Figure 1. Metal 4 (run 1).
Cells faint in the background.
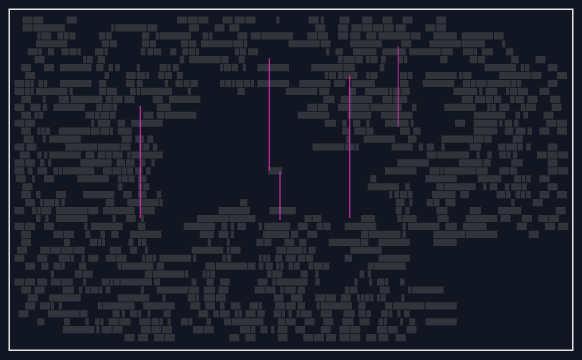
Figure 2. The clock network (run 1).
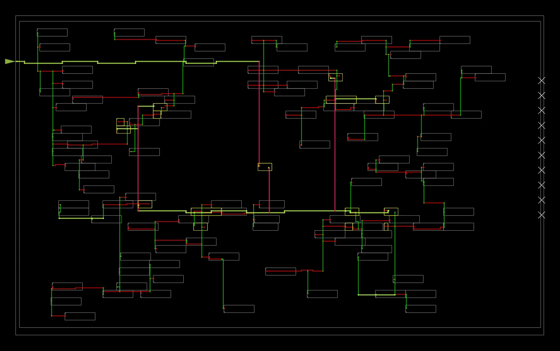
Figure 3. Clock distribution (run 1).
The bar under the picture is 50 um long.
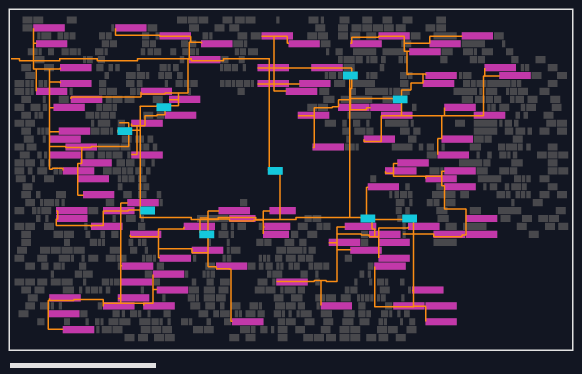
--- src/rtl/lsu_align.sv ---
// Load/store alignment unit: maps byte/half/word requests onto word-aligned
// memory accesses with byte masks, splitting word-crossing accesses in two.
module lsu_align #(
  parameter bit SPLIT_MISALIGNED = 1'b1
) (
  input  logic        clk,
  input  logic        rst,
  input  logic        req_valid,
  output logic        req_ready,
  input  logic        req_we,
  input  logic [31:0] req_addr,
  input  logic [1:0]  req_size,
  input  logic        req_unsigned,
  input  logic [31:0] req_wdata,
  output logic        resp_valid,
  output logic [31:0] resp_rdata,
  output logic        resp_err,
  output logic [31:0] mem_addr,
  output logic        mem_ren,
  output logic        mem_wen,
  output logic [31:0] mem_wdata,
  output logic [3:0]  mem_mask,
  input  logic [31:0] mem_rdata
);

  typedef enum logic {IDLE = 1'b0, SPLIT_HI = 1'b1} state_t;

  state_t      r_state, w_state_nxt;
  logic [7:0]  w_nmask, w_span;
  logic [63:0] w_wide, w_ld_cat;
  logic        w_acc, w_cross, w_err;

  logic        r_vld_p1, r_err_p1, r_split_p1;
  logic [29:0] r_word_p1;
  logic        r_we_p1, r_uns_p1;
  logic [1:0]  r_size_p1, r_off_p1;
  logic [3:0]  r_mask_hi_p1;
  logic [31:0] r_wdata_hi_p1, r_lo_buf_p1;

  function automatic logic [31:0] f_lane_bits(input logic [3:0] m);
    return {{8{m[3]}}, {8{m[2]}}, {8{m[1]}}, {8{m[0]}}};
  endfunction

  function automatic logic [31:0] f_extend(input logic [31:0] d, input logic [1:0] sz,
                                           input logic uns);
    logic [31:0] v;
    case (sz)
      2'b00:   v = {{24{d[7] & ~uns}}, d[7:0]};
      2'b01:   v = {{16{d[15] & ~uns}}, d[15:0]};
      default: v = d;
    endcase
    return v;
  endfunction

  always_comb begin
    case (req_size)
      2'b00:   w_nmask = 8'h01;
      2'b01:   w_nmask = 8'h03;
      default: w_nmask = 8'h0F;
    endcase
  end

  // Lanes 4..7 of the shifted span / data belong to the next word.
  assign w_span    = w_nmask << req_addr[1:0];
  assign w_cross   = |w_span[7:4];
  assign w_err     = (req_size == 2'b11) || (w_cross && !SPLIT_MISALIGNED);
  assign w_wide    = {32'b0, req_wdata} << {req_addr[1:0], 3'b000};
  assign req_ready = (r_state == IDLE) && !rst;
  assign w_acc     = req_valid && req_ready;

  always_comb begin
    w_state_nxt = r_state;
    case (r_state)
      IDLE:     if (w_acc && !w_err && w_cross) w_state_nxt = SPLIT_HI;
      SPLIT_HI: w_state_nxt = IDLE;
      default:  w_state_nxt = IDLE;
    endcase
  end

  always_comb begin
    mem_addr  = {req_addr[31:2], 2'b00};
    mem_ren   = 1'b0;
    mem_wen   = 1'b0;
    mem_mask  = 4'b0000;
    mem_wdata = 32'b0;
    if (!rst) begin
      if (r_state == SPLIT_HI) begin
        mem_addr = {r_word_p1 + 30'd1, 2'b00};
        mem_ren  = !r_we_p1;
        mem_wen  = r_we_p1;
        if (r_we_p1) begin
          mem_mask  = r_mask_hi_p1;
          mem_wdata = r_wdata_hi_p1;
        end
      end else if (w_acc && !w_err) begin
        mem_ren = !req_we;
        mem_wen = req_we;
        if (req_we) begin
          mem_mask  = w_span[3:0];
          mem_wdata = w_wide[31:0];
        end
      end
    end
  end

  // Stage p0 -> p1: control state
  always_ff @(posedge clk or posedge rst) begin
    if (rst) begin
      r_state    <= IDLE;
      r_vld_p1   <= 1'b0;
      r_err_p1   <= 1'b0;
      r_split_p1 <= 1'b0;
    end else begin
      r_state    <= w_state_nxt;
      r_vld_p1   <= (r_state == SPLIT_HI) || (w_acc && (w_err || !w_cross));
      r_err_p1   <= w_acc && w_err;
      r_split_p1 <= (r_state == SPLIT_HI);
    end
  end

  // Stage p0 -> p1: captured request and low-word buffer
  always_ff @(posedge clk) begin
    if (w_acc) begin
      r_word_p1     <= req_addr[31:2];
      r_we_p1       <= req_we;
      r_uns_p1      <= req_unsigned;
      r_size_p1     <= req_size;
      r_off_p1      <= req_addr[1:0];
      r_mask_hi_p1  <= w_span[7:4];
      r_wdata_hi_p1 <= w_wide[63:32] & f_lane_bits(w_span[7:4]);
    end
    if (r_state == SPLIT_HI) r_lo_buf_p1 <= mem_rdata;
  end

  assign w_ld_cat   = r_split_p1 ? {mem_rdata, r_lo_buf_p1} : {32'b0, mem_rdata};
  assign resp_valid = r_vld_p1;
  assign resp_err   = r_err_p1;
  assign resp_rdata = (r_vld_p1 && !r_err_p1 && !r_we_p1)
                    ? f_extend(w_ld_cat[{1'b0, r_off_p1, 3'b000} +: 32], r_size_p1, r_uns_p1)
                    : 32'b0;

endmodule

--- config.mk ---
export PLATFORM = sky130hd
export DESIGN_NAME = lsu_align
export DESIGN_NICKNAME = d
export VERILOG_FILES = /design/src/rtl/lsu_align.sv
export SDC_FILE = /design/constraint.sdc
export NUM_CORES = 1
export LEC_CHECK = 0
export CAP_MARGIN = 15
export CORE_ASPECT_RATIO = 0.6
export CORE_UTILIZATION = 30
export CTS_BUF_LIST = sky130_fd_sc_hd__clkbuf_2 sky130_fd_sc_hd__clkbuf_4 sky130_fd_sc_hd__clkbuf_8
export CTS_CLUSTER_DIAMETER = 120
export DETAILED_ROUTE_END_ITERATION = 10
export PLACE_DENSITY = 0.56
export SETUP_SLACK_MARGIN = 0.15
export SLEW_MARGIN = 10
export SYNTH_ARGS = -nofsm -noshare
export SYNTH_HDL_FRONTEND = slang
export SYNTH_SLANG_ARGS = --single-unit
--- constraint.sdc ---
create_clock -name clk -period 4.39 [get_ports clk]
set_input_delay 0.6585 -clock clk [delete_from_list [all_inputs] [get_ports clk]]
set_output_delay 0.6585 -clock clk [all_outputs]
set_load 0.01 [all_outputs]
==> metrics.cfg, run 1 <==
[critical_path]
arrival_ps = 3180
start_kind = register
crit_path_top_delay_cell = clkdlybuf4s50_1
reg2regPathDepth = 3
endpoint_kind = primary output
critPathMaxFanout = 27
required_ps = 3730
worstPathCellList = buf_4 -> buf_4 -> nor2b_1 -> mux4_2 -> a32oi_1 -> buf_4 -> o21ai_0 -> clkdlybuf4s50_1
path_class = register to primary output

[synth]
ys_cells = 641
async_reset_ff_frac = 0.0404
edf_count = 95
top_cells_by_area = edfxtp_1 44%, mux4_2 6.2%, mux2_2 5.9%
yosys_warnings = 0
yosys_area_um2 = 6530
synth_area_um2 = 6530
syn_inst = 641
syn_avg_cell_area_um2 = 10.2
ys_types = 53
ys.flops = 99
top_cell_area_share = 0.437
synth_seq_share = 0.452
largest_area_cell = edfxtp_1

[placed_design]
portBuffers = 205
dp_hpwl_mm = 15.7
place_area_um2 = 8890
gp_congestion = 0.845

[power]
switching_share = 0.264
p_int_mw = 1.65
peakVddDrop_uv = 137
seqPwrFrac = 0.492
p_per_area_nw_per_um2 = 246
finalPower_mw = 2.24
switchingPower_mw = 0.591
leakage_nw = 3.03
comb_power_share = 0.214

[flow_run]
tool_warnings = 26
drv_cap = 0

[final_timing]
rsz0062_at_grt = no
post-route-min-period_ps = 3840
tns_ps = 0
tightest_slew_ps = 1030
fmax_mhz = 260
slew_headroom = 0.303
slew_violations = 0
fin_crit_sh = 0.875
setup_viol = 0

[global_route]
grt_max_degree = 64
grt_pass1_wl_mm = 32.7
grt_usage = 0.193
antenna_found_initial = 1
grt_pass1_vias = 5552
overflow = 0

[floorplanning]
die_area_um2 = 22400
io_pins = 208
core_util_floorplan = 0.308
dieWidth_um = 192
row_count = 41
die_h_um = 116

[clocking]
clkTransAtPathRegs_ps = 90
cts_tree = yes
cts_resized = 0
clock_path_buffers = 2
htreeDepth = 3
post_cts_buffers = 0
clockRootBuffer = clkbuf_8
cts-buffers-inserted = 9
cts_hold_buf = 0
cts.sinks = 99

[outcome]
status = complete, but fails checks
violations = DRC

[worst_hold_path]
whs_path_depth = 2
min_path_type = register to register

[routing]
dr.pass1.iters = 8
vias_per_cell = 5.34
drt_first_iter_violations = 572
routedWlPerCell_um = 19.4
drc = 20
drt.antenna.violating_nets = 0

[finish]
fin_nets = 931
fin_area_um2 = 9100
largestRegisters = r_lo_buf_p1: 32 flops, r_word_p1: 30 flops, r_wdata_hi_p1: 24 flops
layout-drive-gt1-share = 0.117
fillCellCount = 2042
synthToLayoutAreaGrowth_pct = 39.4
postLayoutCoreUtil = 0.430
largest_reg_flops = 32

Back to the opening pictures, Figure 1:
wire length on this layer	168 um
main direction	vertical
nets with wire on the layer	3
longest straight run	48.3 um
share of all routed wire	0.78%
Via Count: 5925
Post-Route WL: 21.5 mm

Back to the opening pictures, Figure 2:
clk_skew: 8.91 ps
Layout clock buffers: 10

Back to the opening pictures, Figure 3:
[flip-flops] magenta | count: 99
[clock wires] orange | length: 1510 um
[clock-net drivers] cyan | count: 9
routed clock nets	10
flops lie	all over the die
clk pwr: 0.659 mW
Clk pwr share: 0.294
clk latency late pin: 380 ps

-- run 1: worst max-delay path: cells and delay by family (launching register included) --
kind	cells	cell delay, ps
AOI/OAI and AO/OA	2	360
buffers and inverters	4	1540
muxes	1	480
and+or+nand+nor	1	100
DFF	1	330
-- run 1: layout by cell type, fill, tap and decap left out, drive strengths merged, types with 5 or more instances in the layout --
master and instances:
inv 9, o21a 7, clkbuf 10, mux2 34
nand3 11, edfxtp 95, o22a 7, and4 5
mux4 18, buf 21, a31oi 15, nor2 73
nor3 15, a211oi 8, o21ai 42, clkdlybuf4s50 205
a21oi 27, or4 11, nand4 7, and2 12
nand2 63, o211ai 7, o31ai 11, and3 8
a22oi 38, xnor2 9, mux2i 24
-- run 1: path summary, 6_finish.rpt --
kind | from | end | slack [ps]
worst max-delay path | r_off_p1[0]$_DFFE_PP_ | resp_rdata[16] | 550
worst min-delay path | r_state$_DFF_PP0_ | resp_err$_DFF_PP0_ | 780
worst max register to register | r_state$_DFF_PP0_ | r_word_p1[17]$_DFFE_PP_ | 2280
worst min register to register | r_state$_DFF_PP0_ | resp_err$_DFF_PP0_ | 780
max in group asynchronous | rst | r_state$_DFF_PP0_ | 3420
min in group asynchronous | rst | resp_err$_DFF_PP0_ | 810
-- run 1: kinds of logic after synthesis --
group / synth area share
DFF: 0.452
adders and majority gates: 0.00192
buffers and inverters: 0.0385
muxes: 0.157
other: 0.000574
AOI/OAI and AO/OA: 0.167
and+or+nand+nor: 0.165
xor gates and xnor gates: 0.0174
-- run 1: area by class of cell --
cell class | count | area [um^2] | share of cell area
inverter | 10 | 37.5 | 0.00412
clock buffer | 10 | 131 | 0.0144
tap | 279 | 349 | 0.0383
sequential | 99 | 2950 | 0.324
clock inverter | 5 | 78.8 | 0.00866
multi-input combinational | 481 | 3330 | 0.366
timing repair buffer | 226 | 2220 | 0.244
-- run 1: per-stage QoR --
| stage | std cells | hold WS (ps) | worst slack, ps |
|---|---|---|---|
| final | 1110 | 779 | 549 |
| after global placement | 1095 | 791 | 652 |
| after floorplan | 642 | 433 | 215 |
| after global routing | 1110 | 825 | 378 |
| after CTS | 1110 | 781 | 504 |
| after detailed placement | 1095 | 777 | 654 |
-- run 1: metal layers --
layer / wire length (um) / vias to the layer above / track usage
li1: - / 2829 / -
met1: 10900 / 2844 / 0.301
met2: 8610 / 239 / 0.262
met3: 1850 / 13 / 0.0505
met4: 167 / 0 / 0.0383
met5: 0 / - / 0
-- run 1: synth_stat cells (11+ instances only) --
| master | count |
|---|---|
| edfxtp_1 | 95 |
| nor2_1 | 73 |
| nand2_1 | 63 |
| a22oi_1 | 38 |
| clkbuf_1 | 37 |
| o21ai_0 | 37 |
| mux2_2 | 34 |
| a21oi_1 | 27 |
| mux2i_1 | 24 |
| mux4_2 | 18 |
| a31oi_1 | 15 |
| nor3_1 | 13 |
| and2_1 | 12 |
| nand3_1 | 11 |
| o31ai_1 | 11 |
| or4_1 | 11 |
-- run 1: power by group through the flow --
stage	combinational [mW]	sequential (mW)	clock, mW
after floorplan	0.229	1.12	0
after global placement	0.479	1.12	0
after detailed placement	0.477	1.12	0
after CTS	0.480	1.10	0.682
after global routing	0.518	1.11	0.709
final	0.479	1.10	0.659
==> run 2, diff against run 1 <==
--- a/config.mk
+++ b/config.mk
@@ -5,7 +5,7 @@
 export SDC_FILE = /design/constraint.sdc
 export NUM_CORES = 1
 export LEC_CHECK = 0
-export CAP_MARGIN = 15
+export CAP_MARGIN = 30
 export CORE_ASPECT_RATIO = 0.6
 export CORE_UTILIZATION = 30
 export CTS_BUF_LIST = sky130_fd_sc_hd__clkbuf_2 sky130_fd_sc_hd__clkbuf_4 sky130_fd_sc_hd__clkbuf_8
==> run 2 against run 1 <==
The run still ends with DRC left; synthesized cell count unchanged; synthesized area unchanged; worst hold slack worse by 2.0 ps; first-iteration DRC count down 29%; combinational power about the same; via count about the same; critical path depth unchanged; die size unchanged; clock skew up 7.7 ps; largest power group unchanged.
==> metrics.cfg, run 2 <==
[outcome]
status = complete, but fails checks
violations = DRC

[global_route]
top_usage_layer = met1
antenna_found_initial = 1
met2_usage = 0.263
overflow = 0
grt_use_met3 = 0.0478
grt_usage = 0.194
grt_use_met1 = 0.303
grt_max_degree = 64
grt_pass1_wl_mm = 33.0
grt_pass1_vias = 5620

[final_timing]
slew_headroom = 0.429
slew_violations = 0
fmax_mhz = 260
hold_ws_ps = 777
setup_viol = 0
rsz0062_at_grt = no
tightest_slew_ps = 856
fin_crit_sh = 0.877
tns_ps = 0
finalHoldViolCount = 0
finClkSkew_ps = 16.6
post-route-min-period_ps = 3850

[critical_path]
cp_top_family = buffers and inverters
crit_path_top_delay_cell = clkdlybuf4s50_1
arrival_ps = 3190
path_class = register to primary output
start_kind = register
required_ps = 3730
r2r_start = r_state$_DFF_PP0_
crit_buf_inv = 4
cpMostUsedCell = buf_4
endpoint_kind = primary output
max_stage_delay_ps = 520
crit_path_start = r_off_p1[0]$_DFFE_PP_
worstPathCellList = buf_4 -> buf_4 -> nor2b_1 -> mux4_2 -> a32oi_1 -> buf_4 -> o21ai_0 -> clkdlybuf4s50_1
critPathMaxFanout = 27

[synth]
syn_avg_cell_area_um2 = 10.2
ys_types = 53
ys.flop_type = edfxtp_1
async_reset_ff_frac = 0.0404
edf_count = 95
ys.flops = 99
most_common_cell = edfxtp_1
largest_area_cell = edfxtp_1
synth_area_um2 = 6530
top_cell_area_share = 0.437
netlist_top_cells_count = 95 x edfxtp_1, 73 x nor2_1, 63 x nand2_1
top_cells_by_area = edfxtp_1 44%, mux4_2 6.2%, mux2_2 5.9%
yosys_warnings = 0
ys_cells = 641
syn_inst = 641
synth_seq_share = 0.452
yosys_area_um2 = 6530

[clocking]
clock_path_buffers = 2
htreeDepth = 3
post_cts_buffers = 0
clock_latency_ps = 390
cts_tree = yes
clkTransAtPathRegs_ps = 90
clockRootBuffer = clkbuf_8
cts_resized = 0
cts_hold_buf = 0
cts.sinks = 99

[worst_hold_path]
min_path_type = register to register
min_from = r_state$_DFF_PP0_

[finish]
mostFrequentLayoutCells = 205 x clkdlybuf4s50_1, 95 x edfxtp_1, 73 x nor2_1
fin_area_um2 = 9120
largestRegisters = r_lo_buf_p1: 32 flops, r_word_p1: 30 flops, r_wdata_hi_p1: 24 flops
final_cells = 1111
antenna_cells = 0
fillCellCount = 2064
layout_top_cell = clkdlybuf4s50_1
largest_reg_flops = 32
synthToLayoutAreaGrowth_pct = 39.6
fin_nets = 932
top_register = r_lo_buf_p1
layout-drive-gt1-share = 0.119

[placed_design]
gp_congestion = 0.845
dp_cells = 1096
dp_hpwl_mm = 15.8
place_area_um2 = 8900
portBuffers = 205

[floorplanning]
die_h_um = 116
row_count = 41
die_area_um2 = 22400
dieWidth_um = 192
coreArea_um2 = 21200
core_util_floorplan = 0.308
io_pins = 208

[routing]
drt.antenna.violating_nets = 0
dr_total_vias = 5922
drc = 20
drt_first_iter_violations = 407
vias_per_cell = 5.33
dr.pass1.iters = 8
drt-total-wl_mm = 21.6
routedWlPerCell_um = 19.5

[power]
leakage_nw = 3.04
p_int_mw = 1.66
peakVddDrop_uv = 197
p_per_area_nw_per_um2 = 248
seqPwrFrac = 0.487
power.share.clock = 0.300
switching_share = 0.268
switchingPower_mw = 0.606
finalPower_mw = 2.26
comb_power_share = 0.212

[flow_run]
drv_cap = 0
tool_warnings = 26

[run 2: stage by stage]
step            util  setup WS, ps
2_1_floorplan      -           215
3_3_place_gp   0.420           652
6_report       0.430           540
4_1_cts        0.430           525
5_1_grt        0.430           353
3_5_place_dp   0.420           641
[run 2: logic make-up (layout without fill, tap and decap cells)]
| group | after synthesis | in the layout | synth area share |
|---|---|---|---|
| AND-OR/OR-AND | 169 | 169 | 0.167 |
| XOR/XNOR | 13 | 13 | 0.0174 |
| multiplexers | 76 | 76 | 0.157 |
| AND/OR/NAND/NOR | 220 | 220 | 0.165 |
| adder cells (fa/ha/maj) | 1 | 1 | 0.00192 |
| buffers and inverters | 62 | 252 | 0.0385 |
| flip-flops | 99 | 99 | 0.452 |
| other | 1 | 2 | 0.000574 |
[run 2: area by class of cell]
cell class	count	area, um^2	share of cell area
Clock inverter	5	86.3	0.00947
Clock buffer	10	131	0.0144
Multi-Input combinational cell	481	3330	0.366
Inverter	10	37.5	0.00412
Sequential cell	99	2950	0.324
Tap cell	279	349	0.0383
Timing Repair Buffer	227	2230	0.244
[run 2: worst register-to-register path: cells and delay by family, from the launching register on]
family	cells	cell delay, ps
buf+inv	2	780
simple gates	1	510
flops	1	400
[run 2: final timing paths]
| path | cells after the start | slack [ps] | to |
|---|---|---|---|
| setup / recovery | 8 | 540 | resp_rdata[31] |
| max in group asynchronous | 3 | 3420 | r_state$_DFF_PP0_ |
| hold / removal | 2 | 780 | resp_err$_DFF_PP0_ |
| setup reg to reg | 3 | 2300 | r_word_p1[18]$_DFFE_PP_ |
| min in group asynchronous | 3 | 810 | resp_valid$_DFF_PP0_ |
| hold reg to reg | 2 | 780 | resp_err$_DFF_PP0_ |
[run 2: power groups by stage]
stage / Clock, mW / Combinational [mW] / Sequential (mW)
finish: 0.680 / 0.480 / 1.10
global route: 0.732 / 0.520 / 1.11
CTS: 0.702 / 0.482 / 1.10
detailed placement: 0 / 0.478 / 1.12
global placement: 0 / 0.479 / 1.12
floorplan: 0 / 0.229 / 1.12
[run 2: routing by layer]
metal | wire (um) | share of wire
met2 | 8650 | 0.40
met4 | 223 | 0.010
met1 | 10900 | 0.50
met3 | 1830 | 0.085
met5 | 0 | 0
Figure 4. The clock network (run 2).
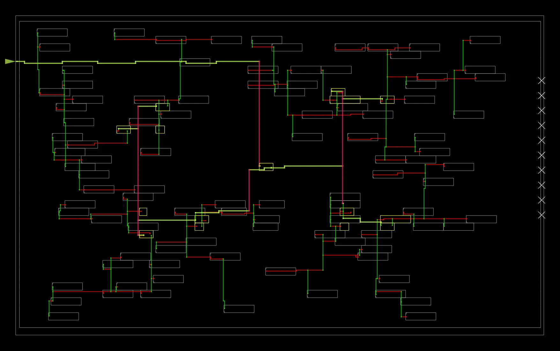
CTS buffer count: 9
flip-flops: 99

No activity file was given, so power comes from the tool's default toggle rates.
